==> config.mk <==
export PLATFORM = sky130hd
export DESIGN_NAME = parallel_arbiter
export DESIGN_NICKNAME = d
export VERILOG_FILES = /design/src/rtl/parallel_arbiter.sv
export SDC_FILE = /design/constraint.sdc
export NUM_CORES = 1
export LEC_CHECK = 0
export CAP_MARGIN = 20
export CELL_PAD_IN_SITES_DETAIL_PLACEMENT = 1
export CELL_PAD_IN_SITES_GLOBAL_PLACEMENT = 2
export CORE_MARGIN = 3
export CORE_UTILIZATION = 32
export DETAILED_ROUTE_END_ITERATION = 12
export GPL_ROUTABILITY_DRIVEN = 0
export GPL_TIMING_DRIVEN = 0
export HOLD_SLACK_MARGIN = 0.08
export PLACE_DENSITY = 0.83
export SKIP_LAST_GASP = 1
export SLEW_MARGIN = 30
export SYNTH_ARGS = -nofsm -noshare
export SYNTH_HDL_FRONTEND = slang
export SYNTH_SLANG_ARGS = --single-unit
==> constraint.sdc <==
create_clock -name i_clk -period 3 [get_ports i_clk]
set_input_delay 0.6 -clock i_clk [delete_from_list [all_inputs] [get_ports i_clk]]
set_output_delay 0.6 -clock i_clk [all_outputs]
set_load 0.01 [all_outputs]
==> src/rtl/parallel_arbiter.sv <==
// parallel_arbiter: round-robin owner of a single serial-to-parallel shift lane.
// One requester at a time is granted the lane. Its strobed bits are collected
// MSB first into a p_width word, which is then presented with the source index.
// Optional build macro: PARALLEL_ARBITER_TIMEOUT_EN. When it is defined, a
// granted port that stops strobing is dropped after p_timeout idle cycles.
module parallel_arbiter #(
  parameter int p_width   = 8,
  parameter int p_ports   = 4,
  parameter int p_timeout = 16
) (
  input  logic                       i_clk,
  input  logic                       i_rst,
  input  logic [p_ports-1:0]         i_req,
  output logic [p_ports-1:0]         o_gnt,
  input  logic [p_ports-1:0]         i_val,
  input  logic [p_ports-1:0]         i_stp,
  output logic [p_width-1:0]         o_val,
  output logic [$clog2(p_ports)-1:0] o_src,
  output logic                       o_stp,
  output logic                       o_abt,
  output logic                       o_busy
);

  localparam int IW = $clog2(p_ports);
  localparam int CW = $clog2(p_width);

  typedef enum logic {ST_IDLE, ST_BUSY} state_t;

  state_t               state_q, state_d;
  logic [p_ports-1:0]   gnt_q, gnt_d;
  logic [IW-1:0]        ptr_q, ptr_d;
  logic [CW-1:0]        cnt_q, cnt_d;
  logic [p_width-1:0]   shift_q, shift_d;
  logic [p_width-1:0]   val_q, val_d;
  logic [IW-1:0]        src_q, src_d;
  logic                 stp_q, stp_d;
  logic                 abt_q, abt_d;
  logic                 busy_q, busy_d;

  logic [IW-1:0]        pick_idx;
  logic                 pick_vld;
  logic                 g_req, g_stp, g_val;
  logic                 timeout_hit;

  // Index that is 'off' positions above 'base', wrapping modulo p_ports.
  function automatic logic [IW-1:0] wrap_idx(input int base, input int off);
    int k;
    k = base + off;
    if (k >= p_ports) k = k - p_ports;
    return IW'(k);
  endfunction

  // The pointer always holds the granted port while BUSY, so it selects the lane.
  assign g_req = i_req[ptr_q];
  assign g_stp = i_stp[ptr_q];
  assign g_val = i_val[ptr_q];

`ifdef PARALLEL_ARBITER_TIMEOUT_EN
  localparam int TW = $clog2(p_timeout + 1);
  logic [TW-1:0] tcnt_q, tcnt_d;

  // Idle-bit counter: cleared on grant and on every accepted strobe.
  always_comb begin
    tcnt_d = tcnt_q;
    if (state_q == ST_IDLE) begin
      tcnt_d = '0;
    end else if (g_stp) begin
      tcnt_d = '0;
    end else begin
      tcnt_d = tcnt_q + 1'b1;
    end
  end

  // Idle-bit counter register.
  always_ff @(posedge i_clk or negedge i_rst) begin
    if (!i_rst) tcnt_q <= '0;
    else        tcnt_q <= tcnt_d;
  end

  // The cycle that would bring the count to p_timeout ends the transfer.
  assign timeout_hit = (state_q == ST_BUSY) && !g_stp &&
                       (tcnt_q == TW'(p_timeout - 1));
`else
  assign timeout_hit = 1'b0;
`endif

  // Round-robin search upward from pointer+1; the nearest requester wins.
  always_comb begin
    pick_idx = ptr_q;
    pick_vld = 1'b0;
    for (int i = p_ports; i >= 1; i--) begin
      if (i_req[wrap_idx(int'(ptr_q), i)]) begin
        pick_vld = 1'b1;
        pick_idx = wrap_idx(int'(ptr_q), i);
      end
    end
  end

  // Next-state logic: grant in IDLE, shift/complete/abort in BUSY.
  always_comb begin
    state_d = state_q;
    gnt_d   = gnt_q;
    ptr_d   = ptr_q;
    cnt_d   = cnt_q;
    shift_d = shift_q;
    val_d   = val_q;
    src_d   = src_q;
    stp_d   = 1'b0;
    abt_d   = 1'b0;
    busy_d  = busy_q;
    case (state_q)
      ST_IDLE: begin
        if (pick_vld) begin
          gnt_d   = {{(p_ports-1){1'b0}}, 1'b1} << pick_idx;
          ptr_d   = pick_idx;
          cnt_d   = '0;
          shift_d = '0;
          busy_d  = 1'b1;
          state_d = ST_BUSY;
        end
      end
      ST_BUSY: begin
        if (!g_req || timeout_hit) begin
          // Partial word is dropped; a strobe in this cycle is ignored.
          gnt_d   = '0;
          busy_d  = 1'b0;
          abt_d   = 1'b1;
          state_d = ST_IDLE;
        end else if (g_stp) begin
          shift_d = {shift_q[p_width-2:0], g_val};
          if (cnt_q == CW'(p_width - 1)) begin
            val_d   = {shift_q[p_width-2:0], g_val};
            src_d   = ptr_q;
            stp_d   = 1'b1;
            gnt_d   = '0;
            busy_d  = 1'b0;
            state_d = ST_IDLE;
          end else begin
            cnt_d = cnt_q + 1'b1;
          end
        end
      end
      default: begin
        state_d = ST_IDLE;
        gnt_d   = '0;
        busy_d  = 1'b0;
      end
    endcase
  end

  // State and datapath registers; reset parks the pointer so port 0 wins first.
  always_ff @(posedge i_clk or negedge i_rst) begin
    if (!i_rst) begin
      state_q <= ST_IDLE;
      gnt_q   <= '0;
      ptr_q   <= IW'(p_ports - 1);
      cnt_q   <= '0;
      shift_q <= '0;
      val_q   <= '0;
      src_q   <= '0;
      stp_q   <= 1'b0;
      abt_q   <= 1'b0;
      busy_q  <= 1'b0;
    end else begin
      state_q <= state_d;
      gnt_q   <= gnt_d;
      ptr_q   <= ptr_d;
      cnt_q   <= cnt_d;
      shift_q <= shift_d;
      val_q   <= val_d;
      src_q   <= src_d;
      stp_q   <= stp_d;
      abt_q   <= abt_d;
      busy_q  <= busy_d;
    end
  end

  assign o_gnt  = gnt_q;
  assign o_val  = val_q;
  assign o_src  = src_q;
  assign o_stp  = stp_q;
  assign o_abt  = abt_q;
  assign o_busy = busy_q;

endmodule

Figure 1. The metal 2 layer.
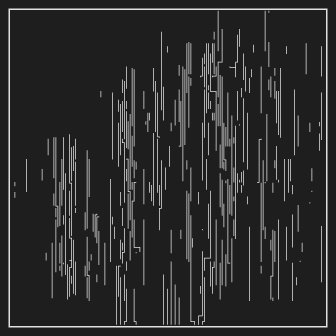
longest straight run: 26.9 um
wire length on this layer: 1980 um
share of all routed wire: 54%
nets with wire on the layer: 174

Figure 2. Congestion heat map.
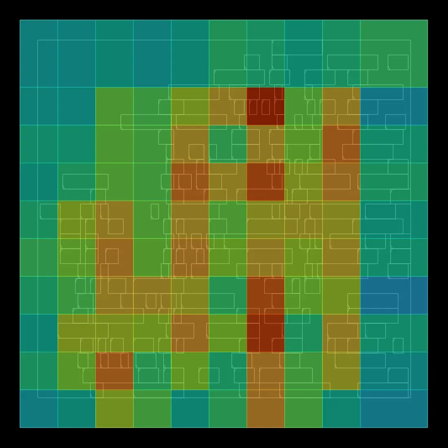
Total GRT Usage: 0.1483
met1 Use GR: 0.1757

Figure 3. Wiring heat map.
Bar = 20 um. 15 x 15 tiles, from black (low) to pale yellow (high), scaled to the fullest tile. Values are wire area over tile area, all layers added.
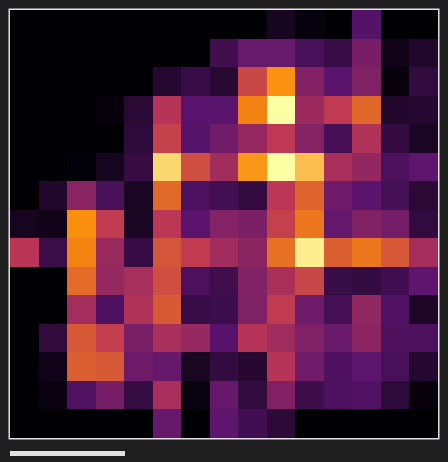
mean over tiles: 0.10
fullest tile: 0.41
emptiest ninth of the die: top left
tiles over half the peak: 16%
nearly empty tiles: 25%
via count: 1162
total detailed-routing wirelength: 3.671 mm
Avg WL per Cell: 16.39 um

Figure 4. Metal 1.
Bar = 20 um.
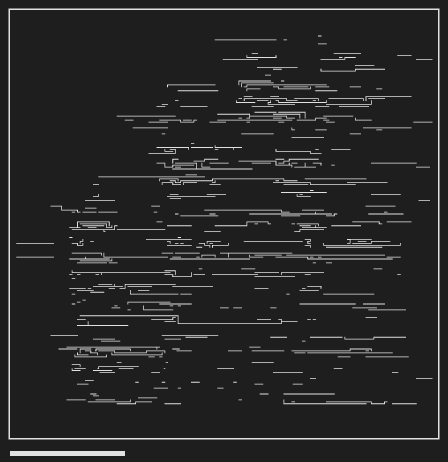
share of all routed wire: 41%
main direction: horizontal
wire length on this layer: 1500 um
nets with wire on the layer: 164

Figure 5. Cell area per tile.
Bar = 20 um. 7 x 7 tiles, from black (low) to pale yellow (high), 0 to 100% covered.
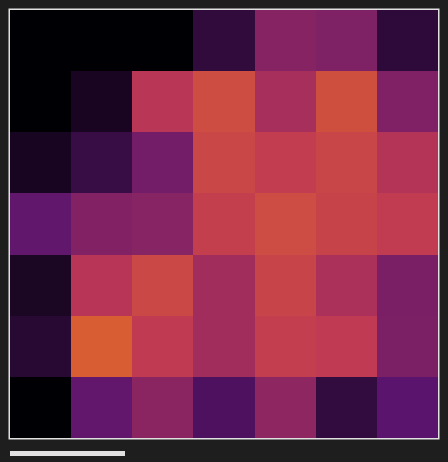
fullest tile: 61%
nearly empty tiles: 10%
emptiest ninth of the die: top left
core box area: 4444 um^2
fp util: 0.3367
Util after Layout: 0.4383

==> reports/results.ini <==
[run_status]
run_status = complete, no violations

[sta]
finalClockSkew_ns = 0.007422
finalSetupViolations = 0
finalCritPeriodShare = 0.7601
slew_violations = 0
tns_ns = 0
fin_crit_ns = 2.280
max_freq_mhz = 438.6

[die]
die-area_um2 = 5533

[logic_synthesis]
syn-num-nets = 150
synth.most_common_cell = dfrtp_1
synthArstFlopShare = 1.000
synth-edff-count = 0
synthDistinctLibCells = 32
top_area_cell = dfrtp_1
syn_area_um2 = 1496
yosysCellCount = 134
synth_seq_share = 0.5033
synthCells = 134
avgSynthCellArea_um2 = 11.17

[clock_tree]
numCtsBuffers = 5
postCtsSetupRepairBufs = 0
postCtsResizedCells = 0
holdBufCountCts = 0
ctsLongestPathBuffers = 2
cts_max_level = 2
clock_sinks = 30
tritoncts = yes

[grt]
grt_pass1_vias = 1284
antenna_found_initial = 0
gr-max-usage-layer = met2
grt_use_met3 = 0.03649
grt_pass1_wl_mm = 6.189

[pwr]
p_sw_uw = 526.0
p_per_area_nw_per_um2 = 765.5
p_seq_frac = 0.376
vdd_drop_max_mv = 0.3761

[route]
drc = 0
wl_met3_um = 142
wl_met2_mm = 1.977
ant_nets = 0
drt-initial-drc-count = 47
drt-vias-per-instance = 5.188

[setup_path]
cp.required_ns = 3.16
start_kind = primary input
worstSetupPathType = in -> reg
rr_startpoint = ptr_q[1]
regToRegSetupSlack_ns = 0.87
cp-startpoint = i_req[3]
critPathCapture = o_val[5]

[final_layout]
layout_top_cell = clkdlybuf4s50_1
finalNetCount = 187

[job]
max-cap-violations = 0

[min_path]
holdCritPathClass = in -> async

per-stage QoR:
stage	setup slack [ns]	total power, mW	instance area [um^2]
after floorplan	1.027	0.9497	1496
final	0.7198	1.491	1948
after global routing	0.6786	1.599	1948
after detailed placement	0.4263	1.181	1857
after global placement	0.4806	1.139	1862
after CTS	0.7250	1.522	1948
final cells by class:
class	instances	area [um^2]
clock inverters	1	5.005
inverters	6	22.52
multi-input cells	90	659.4
flip-flops and latches	30	753.2
repair buffers	30	295.3
well taps	52	65.06
clock buffers	7	86.33
fillers	482	2496
plain buffers	8	61.31
worst max-delay path, cell delays in order:
cell and delay, ns:
clkdlybuf4s50_1 0.49, mux4_2 0.56, and2_4 0.20, nand3_2 0.09, buf_6 0.19, mux2_4 0.32
cell families (layout without fill, tap and decap cells):
family	after synthesis	in the layout	synth area share
xor+xnor	1	1	0.005854
compound gates	25	25	0.1120
mux	13	13	0.1455
simple gates	49	49	0.1605
flops	30	30	0.5033
fa+ha+maj	2	2	0.01672
buf+inv	14	52	0.05601
state kept, by name, indices dropped and copies added, names as in the netlist:
register  cells
o_gnt         4
o_src         2
o_val         8
ptr_q         2
o_abt         1
o_busy        1
cnt_q         3
shift_q       7
o_stp         1
state_q       1
power by group through the flow:
| stage | clock, mW | combinational (mW) | sequential (mW) |
|---|---|---|---|
| global placement | 0 | 0.582 | 0.556 |
| detailed placement | 0 | 0.612 | 0.569 |
| floorplan | 0 | 0.378 | 0.572 |
| global route | 0.359 | 0.666 | 0.574 |
| CTS | 0.347 | 0.613 | 0.562 |
| finish | 0.332 | 0.599 | 0.560 |
Power figures rest on the tool's default switching activity, not on a simulated workload.
